==> config.mk <==
export PLATFORM = sky130hd
export DESIGN_NAME = baud_rate_gen_flat
export DESIGN_NICKNAME = d
export VERILOG_FILES = /design/src/rtl/baud_rate_gen_if.sv /design/src/rtl/baud_rate_gen.sv /design/src/flat_wrapper.sv
export SDC_FILE = /design/constraint.sdc
export NUM_CORES = 1
export LEC_CHECK = 0
export CAP_MARGIN = 30
export CORE_ASPECT_RATIO = 0.8
export CORE_MARGIN = 3
export CORE_UTILIZATION = 45
export CTS_BUF_LIST = sky130_fd_sc_hd__clkbuf_16
export DETAILED_ROUTE_END_ITERATION = 12
export GPL_TIMING_DRIVEN = 0
export HOLD_SLACK_MARGIN = 0.02
export PLACE_DENSITY = 0.67
export SLEW_MARGIN = 25
export SYNTH_ARGS = -nofsm -noshare
export SYNTH_HDL_FRONTEND = slang
export SYNTH_SLANG_ARGS = --single-unit
==> constraint.sdc <==
create_clock -name clk -period 2.82 [get_ports clk]
set_clock_uncertainty 0.1 [all_clocks]
set_input_delay 0.564 -clock clk [delete_from_list [all_inputs] [get_ports clk]]
set_output_delay 0.564 -clock clk [all_outputs]
set_load 0.05 [all_outputs]
==> images/m2.png <==
Cells faint in the background.
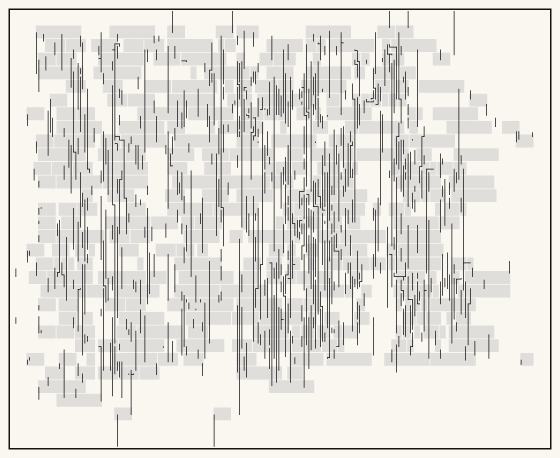
wire length on this layer: 3320 um
share of all routed wire: 44%
nets with wire on the layer: 350
Detailed Route WL: 7570 um
via count: 2561
M2 GR Usage: 24.4%

==> images/port_trees.png <==
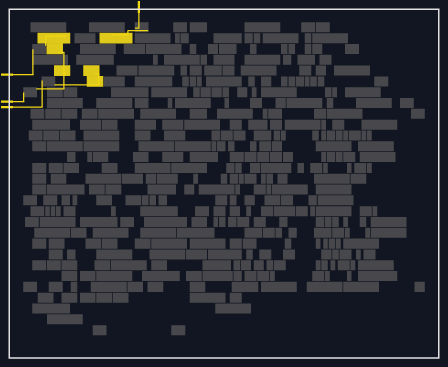
[yellow] bus_div_frac | bits: 4 | direction: input | edge: 3 left, 1 top | end cells: 8 | buffers: 4 | wire: 86.5 um
PortBufs: 31
Boundary Pins: 32

==> Changelog: implementation <==
### Changed

* Clock buffer cells at 9
* Synth unique cells at between 40 and 50
* Syn avg cell area at between 10 and 15 um2
* Remaining DRCs at 0
* Minimum hold slack at between 20 and 30 ps
* Post-DRT Antenna Nets at 0
* Setup ws final at 91.6 ps
* Grt peak-use layer: met1
* Final #Nets at between 400 and 500
* Final Power at 2.67 mW
* Inverter count at 5
* R2R Setup Slk at approximately 92 ps
* WP data arrival at 2840 ps
* Max Fanout on Critical Path at 10
* Multi-input gates at between 200 and 250
* Core area at about 0.008 mm2
* TritonRoute pass-1 iters at 4
* Depth of the CTS H-tree at 3
* Ant. Diodes at 0
* Sequential share of cell area at about 37%
* Postcts setup bufs at 4
* GR Util met1 at 26.3%
* Placer Congestion at slightly below 0.9
* Most numerous logic cell after layout: dfrtp_1
* Post-Layout Cell Count at roughly 480
* CTS Sinks at 68
* Multi-input combinational area share at 43.0%
* Critical path class: register to register
* Slowest CP cell: dfstp_2
* Core Util, Final at about 58%
* Total nets after synthesis at ~350
* Crit path depth at 10
* Min Tclk post-route at between 2000 and 3000 ps
* R2R depth at 10
* Worst hold path type: input pin to async pin
* Status: complete, no violations
* Synth Instances at between 300 and 400
* # fillers at 691
* CTS buffer count at 9
* GRT Resource Usage Total at between 10% and 20%
* Area growth from synthesis to layout at 23.9%
* Max cap viols at 0
* ClkCell Share at under 10%
* Wire length per cell at around 16 um
-- kinds of logic (layout without fill, tap and decap cells) --
kind of cell | after synthesis | in the layout | share of synthesized area, %
simple gates | 99 | 99 | 14.7
flops | 68 | 68 | 46.1
mux | 61 | 61 | 19.4
xor+xnor | 40 | 40 | 9.42
compound gates | 25 | 25 | 4.54
buf+inv | 17 | 70 | 2.59
fa+ha+maj | 9 | 9 | 3.23
-- report_power, final --
group          leakage (nW)  switching [mW]  total [mW]  internal, mW
clock                 0.137           0.428        1.11         0.679
combinational         0.921           0.189       0.426         0.237
sequential            0.845          0.0778        1.14          1.06
total                  1.90           0.695        2.67          1.98
-- layer usage --
layer	up-vias	wire [um]
met5	-	0
met4	0	72
met3	9	364
met2	69	3320
met1	1246	3810
li1	1237	-
No activity file was given, so power comes from the tool's default toggle rates.
